### src/rtl/ps2_pkg.sv
// Shared PS/2 receiver definitions: frame FSM states, frame geometry, parity helper.
package ps2_pkg;

    typedef enum logic [1:0] {
        StIdle,
        StData,
        StParity,
        StStop
    } ps2_state_e;

    localparam int unsigned PS2_FRAME_BITS = 11;
    localparam int unsigned PS2_DATA_BITS  = 8;

    // PS/2 uses odd parity over the data byte plus the parity bit.
    function automatic logic odd_parity_ok(input logic [PS2_DATA_BITS-1:0] d, input logic p);
        return ^{d, p};
    endfunction

endpackage

### src/rtl/sync_fifo.sv
// First-word-fall-through FIFO with separate occupancy counter; dout reads 0 when empty.
module sync_fifo #(
    parameter int unsigned WIDTH = 8,
    parameter int unsigned DEPTH = 8
) (
    input  logic                     clk_i,
    input  logic                     rst_i,
    input  logic                     push_i,
    input  logic                     pop_i,
    input  logic [WIDTH-1:0]         din_i,
    output logic [WIDTH-1:0]         dout_o,
    output logic                     full_o,
    output logic                     empty_o,
    output logic [$clog2(DEPTH):0]   count_o
);

    localparam int unsigned AW = $clog2(DEPTH);

    logic [WIDTH-1:0] mem_q [DEPTH];
    logic [AW-1:0]    wr_ptr_q, rd_ptr_q;
    logic [AW:0]      count_q;
    logic             do_push, do_pop;

    assign empty_o = (count_q == '0);
    assign full_o  = (count_q == (AW+1)'(DEPTH));
    assign count_o = count_q;
    assign dout_o  = empty_o ? '0 : mem_q[rd_ptr_q];

    // A pop frees a slot in the same cycle, so a full FIFO may still accept a push.
    assign do_pop  = pop_i & ~empty_o;
    assign do_push = push_i & (~full_o | do_pop);

    // Storage array; contents need no reset because count gates visibility.
    always_ff @(posedge clk_i) begin
        if (do_push) begin
            mem_q[wr_ptr_q] <= din_i;
        end
    end

    // Pointers wrap naturally at power-of-two depth; count tracks occupancy.
    always_ff @(posedge clk_i) begin
        if (rst_i) begin
            wr_ptr_q <= '0;
            rd_ptr_q <= '0;
            count_q  <= '0;
        end else begin
            if (do_push) wr_ptr_q <= wr_ptr_q + 1'b1;
            if (do_pop)  rd_ptr_q <= rd_ptr_q + 1'b1;
            if (do_push && !do_pop)      count_q <= count_q + 1'b1;
            else if (do_pop && !do_push) count_q <= count_q - 1'b1;
        end
    end

endmodule

### src/rtl/ps2_rx_fifo.sv
// PS/2 keyboard receiver: synchronise, filter clock, deframe 11-bit frames, queue good bytes.
module ps2_rx_fifo
    import ps2_pkg::*;
#(
    parameter int unsigned FIFO_DEPTH  = 8,
    parameter int unsigned FILTER_LEN  = 8,
    parameter int unsigned TIMEOUT_CYC = 50000
) (
    input  logic                          clk,
    input  logic                          rst,
    input  logic                          ps2_clk,
    input  logic                          ps2_data,
    input  logic                          rd,
    input  logic                          clr_err,
    output logic [PS2_DATA_BITS-1:0]      data,
    output logic                          ready,
    output logic [$clog2(FIFO_DEPTH):0]   count,
    output logic                          overflow,
    output logic                          parity_err
);

    localparam int unsigned FCW = $clog2(FILTER_LEN);
    localparam int unsigned TCW = $clog2(TIMEOUT_CYC + 1);

    logic [1:0]               clk_sync_q, data_sync_q;
    logic                     filt_q, filt_d, filt_prev_q;
    logic [FCW-1:0]           filt_cnt_q, filt_cnt_d;
    ps2_state_e               state_q, state_d;
    logic [2:0]               bit_idx_q, bit_idx_d;
    logic [PS2_DATA_BITS-1:0] shift_q, shift_d;
    logic                     parity_q, parity_d;
    logic [TCW-1:0]           to_cnt_q, to_cnt_d;
    logic                     push_q;
    logic [PS2_DATA_BITS-1:0] push_byte_q;
    logic                     overflow_q, parity_err_q;
    logic                     strobe, bit_in, frame_good, frame_bad;
    logic                     fifo_full, fifo_empty, pop, ovf_evt;

    assign bit_in = data_sync_q[1];
    assign strobe = filt_prev_q & ~filt_q;

    // Two-flop synchronisers for both raw pins.
    always_ff @(posedge clk) begin
        if (rst) begin
            clk_sync_q  <= 2'b11;
            data_sync_q <= 2'b11;
        end else begin
            clk_sync_q  <= {clk_sync_q[0], ps2_clk};
            data_sync_q <= {data_sync_q[0], ps2_data};
        end
    end

    // Filtered clock flips on the FILTER_LEN-th consecutive differing sample.
    always_comb begin
        filt_d     = filt_q;
        filt_cnt_d = '0;
        if (clk_sync_q[1] != filt_q) begin
            if (filt_cnt_q == FCW'(FILTER_LEN - 1)) begin
                filt_d = clk_sync_q[1];
            end else begin
                filt_cnt_d = filt_cnt_q + 1'b1;
            end
        end
    end

    // Filter state and the delayed copy used for falling-edge detection.
    always_ff @(posedge clk) begin
        if (rst) begin
            filt_q      <= 1'b1;
            filt_prev_q <= 1'b1;
            filt_cnt_q  <= '0;
        end else begin
            filt_q      <= filt_d;
            filt_prev_q <= filt_q;
            filt_cnt_q  <= filt_cnt_d;
        end
    end

    // Frame FSM next state; advances on strobes, aborts silently on inter-bit timeout.
    always_comb begin
        state_d    = state_q;
        bit_idx_d  = bit_idx_q;
        shift_d    = shift_q;
        parity_d   = parity_q;
        to_cnt_d   = '0;
        frame_good = 1'b0;
        frame_bad  = 1'b0;
        if (strobe) begin
            unique case (state_q)
                StIdle: begin
                    if (!bit_in) begin
                        state_d   = StData;
                        bit_idx_d = '0;
                    end
                end
                StData: begin
                    shift_d   = {bit_in, shift_q[PS2_DATA_BITS-1:1]};
                    bit_idx_d = bit_idx_q + 1'b1;
                    if (bit_idx_q == 3'd7) state_d = StParity;
                end
                StParity: begin
                    parity_d = bit_in;
                    state_d  = StStop;
                end
                StStop: begin
                    state_d = StIdle;
                    if (bit_in && odd_parity_ok(shift_q, parity_q)) frame_good = 1'b1;
                    else                                            frame_bad  = 1'b1;
                end
                default: state_d = StIdle;
            endcase
        end else if (state_q != StIdle) begin
            if (to_cnt_q == TCW'(TIMEOUT_CYC - 1)) begin
                state_d = StIdle;
            end else begin
                to_cnt_d = to_cnt_q + 1'b1;
            end
        end
    end

    // Frame FSM registers plus the one-cycle-delayed push of a good byte.
    always_ff @(posedge clk) begin
        if (rst) begin
            state_q     <= StIdle;
            bit_idx_q   <= '0;
            shift_q     <= '0;
            parity_q    <= 1'b0;
            to_cnt_q    <= '0;
            push_q      <= 1'b0;
            push_byte_q <= '0;
        end else begin
            state_q   <= state_d;
            bit_idx_q <= bit_idx_d;
            shift_q   <= shift_d;
            parity_q  <= parity_d;
            to_cnt_q  <= to_cnt_d;
            push_q    <= frame_good;
            if (frame_good) push_byte_q <= shift_q;
        end
    end

    assign pop     = rd & ~fifo_empty;
    assign ovf_evt = push_q & fifo_full & ~pop;

    // Sticky error flags; a new event wins over a coincident clear.
    always_ff @(posedge clk) begin
        if (rst) begin
            overflow_q   <= 1'b0;
            parity_err_q <= 1'b0;
        end else begin
            if (ovf_evt)      overflow_q <= 1'b1;
            else if (clr_err) overflow_q <= 1'b0;
            if (frame_bad)    parity_err_q <= 1'b1;
            else if (clr_err) parity_err_q <= 1'b0;
        end
    end

    sync_fifo #(
        .WIDTH (PS2_DATA_BITS),
        .DEPTH (FIFO_DEPTH)
    ) u_fifo (
        .clk_i   (clk),
        .rst_i   (rst),
        .push_i  (push_q),
        .pop_i   (pop),
        .din_i   (push_byte_q),
        .dout_o  (data),
        .full_o  (fifo_full),
        .empty_o (fifo_empty),
        .count_o (count)
    );

    assign ready      = ~fifo_empty;
    assign overflow   = overflow_q;
    assign parity_err = parity_err_q;

endmodule
### config.mk
export PLATFORM = sky130hd
export DESIGN_NAME = ps2_rx_fifo
export DESIGN_NICKNAME = d
export VERILOG_FILES = /design/src/rtl/ps2_pkg.sv /design/src/rtl/sync_fifo.sv /design/src/rtl/ps2_rx_fifo.sv
export SDC_FILE = /design/constraint.sdc
export NUM_CORES = 1
export LEC_CHECK = 0
export CORE_MARGIN = 4
export CORE_UTILIZATION = 56
export DETAILED_ROUTE_END_ITERATION = 10
export PLACE_DENSITY = 0.76
export SETUP_SLACK_MARGIN = 0.15
export SLEW_MARGIN = 20
export SYNTH_ARGS = -nofsm -noshare
export SYNTH_HDL_FRONTEND = slang
export SYNTH_HIERARCHICAL = 1
export SYNTH_SLANG_ARGS = --single-unit
### constraint.sdc
create_clock -name clk -period 5.85 [get_ports clk]
set_input_delay 1.755 -clock clk [delete_from_list [all_inputs] [get_ports clk]]
set_output_delay 1.755 -clock clk [all_outputs]
set_load 0.01 [all_outputs]
==> results_slide.txt, run 1 <==
Key Metrics from the Run

Clocking
  • Reg clk slew, reported paths: about 0.06 ns
  • Max H-tree Level: 4
  • Hold buffers post-CTS: 0

STA
  • Final Hold Fails: 0
  • Post-layout period usage of the worst path: 72.4%
  • Rel. slew slack: approximately two fifths
  • Final setup margin: ~1.6 ns

Synthesis
  • Cells after Synth: roughly 400
  • Synth cell types: 56
  • Synth warn: 6
  • Synth Seq Share: 59.6%
  • Yosys Instances: 410
  • Prevailing post-synth register cell: edfxtp_1
  • Commonest cells post-synth: edfxtp_1 (64), dfxtp_1 (63), nor2_1 (49)
  • Comb area leader: simple AND/OR/NAND/NOR gates
  • Area leader, netlist: edfxtp_1

Final layout
  • Finished Layout Cells: 582
  • Top logic cell by instance count in the layout: edfxtp_1
  • Comb area: roughly 2100 sq um
  • Logic share of the area: between 30% and 40%
  • N_diodes: 0
  • Final instance area: approximately 6300 sq um
  • Fin util: between 60% and 70%

Run status
  • Status: finished clean

Setup path
  • Critical path depth: 4
  • Critical path fanouts, max: 16
  • Slowest-stage cell, CP: dfxtp_2
  • CP peak stage delay: approximately 0.7 ns
  • CP Class: reg2out
  • R2R cell count: 12

Floorplanning
  • Die Width: 106 um

Power
  • P_comb: ~31 uW
  • Pint: about 1500 uW

Run
  • Max-cap violations: 0

Global route
  • Vias in the first global route: 3254
  • Total grt overflow: 0

Hold path
  • Hold Path Cell Cnt: 1
Figure 1. Metal 1 (run 1).
Drawn at 4 px/um. Supply wires on this layer in gray.
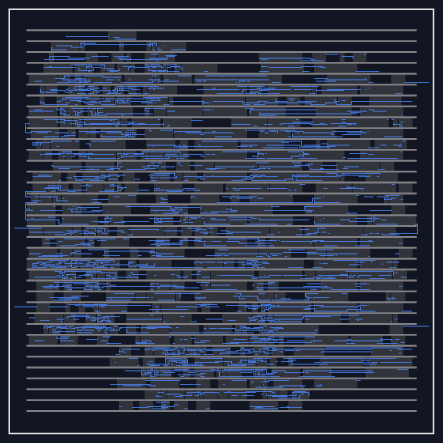
share of all routed wire	46%
wire length on this layer	4260 um
main direction	horizontal
longest straight run	32.2 um
nets with wire on the layer	435
met1 usage: 23.1%
total vias in the final route: 3204
routed wire length: 9280 um

Figure 2. Clock wires, drivers and flops (run 1).
Drawn at 2 px/um.
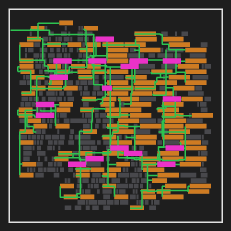
[green] clock wires | length: 1420 um
[magenta] clock drivers | count: 17
[orange] flip-flops | count: 127
flops lie	spread over the die

Figure 3. Met2 routing (run 1).
Drawn at 4 px/um.
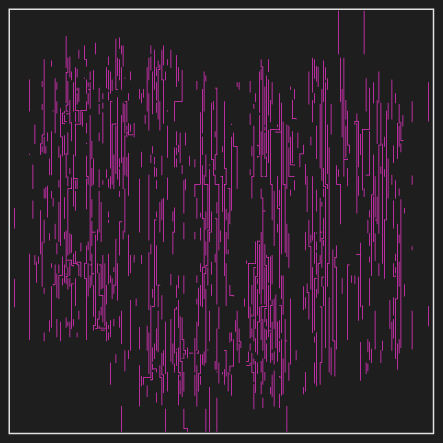
main direction	vertical
longest straight run	40.3 um
wire length on this layer	4620 um
nets with wire on the layer	384
share of all routed wire	50%

==> inputs of run 2 (changes only) <==
--- a/config.mk
+++ b/config.mk
@@ -6,9 +6,9 @@
 export NUM_CORES = 1
 export LEC_CHECK = 0
 export CORE_MARGIN = 4
-export CORE_UTILIZATION = 56
+export CORE_UTILIZATION = 54
 export DETAILED_ROUTE_END_ITERATION = 10
-export PLACE_DENSITY = 0.76
+export PLACE_DENSITY = 0.77
 export SETUP_SLACK_MARGIN = 0.15
 export SLEW_MARGIN = 20
 export SYNTH_ARGS = -nofsm -noshare
==> constraint.sdc (replaced) <==
create_clock -name clk -period 3.8 [get_ports clk]
set_input_delay 1.14 -clock clk [delete_from_list [all_inputs] [get_ports clk]]
set_output_delay 1.14 -clock clk [all_outputs]
set_load 0.01 [all_outputs]
Figure 4. Metal 1 (run 2).
Drawn at 4 px/um. Supply wires on this layer in gray.
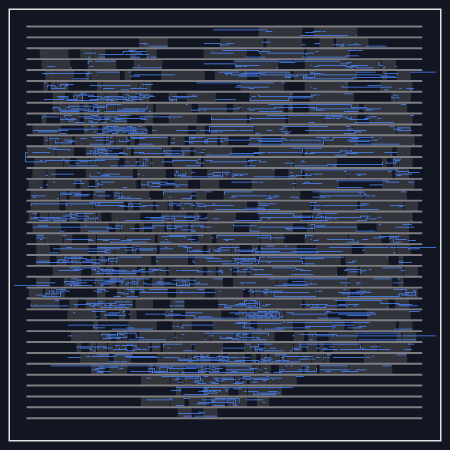
nets with wire on the layer	440
main direction	horizontal
wire length on this layer	4280 um
share of all routed wire	45%

Figure 5. Clock wires, drivers and flops (run 2).
Drawn at 2 px/um.
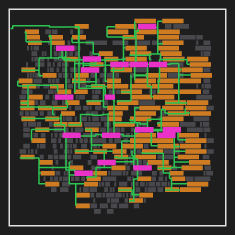
[magenta] clock drivers | count: 17
[green] clock wires | length: 1420 um
[orange] flip-flops | count: 127
flops lie	spread over the die
routed clock nets	18

Figure 6. Routing congestion (run 2).
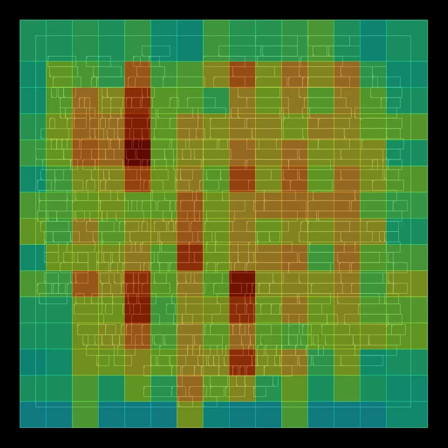
met3 usage: 4.38%
DR WL/cell: 16.0 um
GR Layer Usage met2: 30.3%

==> results_slide.txt, run 2 <==
Key Metrics from the Run

Clocking
  • CTS tree: done
  • Clock sinks: approximately 130
  • Max H-tree Level: 4 (unchanged)
  • Buffer depth of the longest clock path: 2
  • Hold buffers post-CTS: 0 (unchanged)
  • Reg clk slew, reported paths: 0.06 ns (about the same)
  • Total CTS buffers: 17
  • Clk ins delay skew pair: roughly 0.50 ns
  • Post-CTS setup buffers: 0
  • Cells resized by post-CTS repair: 0

Synthesis
  • Ao+oa area frac: about 3.9%
  • Xor/xnor share: between 4 and 5%
  • Synth flops: 127
  • Synth cell types: 56 (unchanged)
  • Synth warn: 6 (unchanged)
  • Cells after Synth: 410 (unchanged)
  • Commonest cells post-synth: edfxtp_1 (64), dfxtp_1 (63), nor2_1 (49)
  • Synth Seq Share: 59.6% (unchanged)
  • Area leader, netlist: edfxtp_1
  • Yosys Instances: 410 (unchanged)
  • Prevailing post-synth register cell: edfxtp_1
  • Comb area leader: simple AND/OR/NAND/NOR gates

Setup path
  • Slowest-stage cell, CP: mux4_2
  • CP required: around 2.7 ns
  • R2R cell count: 12 (unchanged)
  • CP Class: reg2out
  • CP Cell Sequence: buf_6 -> mux4_2 -> mux2i_1 -> nor2_1 -> clkdlybuf4s50_1
  • Worst EP arrival: between 2 and 2.5 ns
  • CP peak stage delay: 0.53 ns (-0.15 ns)
  • Reg2reg start: u_fifo/count_o[1]
  • Critical path fanouts, max: 16 (unchanged)
  • Worst Path Buf+Inv: 2
  • Critical path depth: 5 (+1)

Power
  • Top power group: clock
  • Sw frac: around a fifth
  • P_comb: 46.3 uW (+51%)
  • Seq. pwr: approximately 1400 uW
  • Pint: 2310 uW (+50%)
  • Comb power frac: under 10%
  • Net Sw Power: between 600 and 700 uW
  • Peak VDD IR: 298 uV

Route
  • Wl on met1: 4280 um
  • Total vias in the final route: 3184 (-0.62%)
  • Drc violations: 0
  • Final ANT Viol Nets: 0
  • Pre-Repair DR Iteration Count: 5
  • DR top layer: met4
  • Routed wire length: 9490 um (+2.3%)
  • Starting DRT DRC Count: 136
  • Post-DR vias/cell: 5.36

Hold path
  • Hold Path Cell Cnt: 1 (unchanged)
  • Tightest Hold Check Type: reg2reg
  • Min-Delay Endpoint: data_sync_q[1]
  • HP Start: data_sync_q[0]

Final layout
  • Comb area: 2050 sq um (unchanged)
  • Finished Layout Cells: 594 (+2.1%)
  • Top logic cell by instance count in the layout: edfxtp_1
  • N_diodes: 0 (unchanged)
  • Logic share of the area: 32.6% (-0.22 points)
  • Area Growth Syn to Fin: 17.8%
  • Fin util: 65.0% (-2.4 points)
  • Final instance area: 6300 sq um (+0.66%)

STA
  • Post-layout period usage of the worst path: 91.2%
  • Final setup margin: 0.333 ns (-1.28 ns)
  • Final Hold Fails: 0 (unchanged)
  • Rel. slew slack: 58.6% (+20 points)
  • Max Fclk: 288 MHz
  • Final setup TNS: 0 ns
  • RSZ-0062 raised after global routing: no

Run
  • Max-cap violations: 0 (unchanged)

Global route
  • Largest net degree at the start of global routing: 54
  • Total grt overflow: 0 (unchanged)
  • Met1 usage: 22.7% (-0.39 points)
  • Vias in the first global route: 3228 (-0.80%)

Floorplanning
  • Fp_density: between 50% and 60%
  • Die Ht: roughly 110 um
  • IO Pins: 21
  • Die Width: 107 um (+1.7%)

Run status
  • Status: finished clean

Place
  • Hpwl dp: 6220 um
  • Dpl cells: ~560
  • Dpl ws: ~0.041 ns
  • Cell Area, Placed: 5760 sq um
  • PortBufs: 20
No activity file was given, so power comes from the tool's default toggle rates.
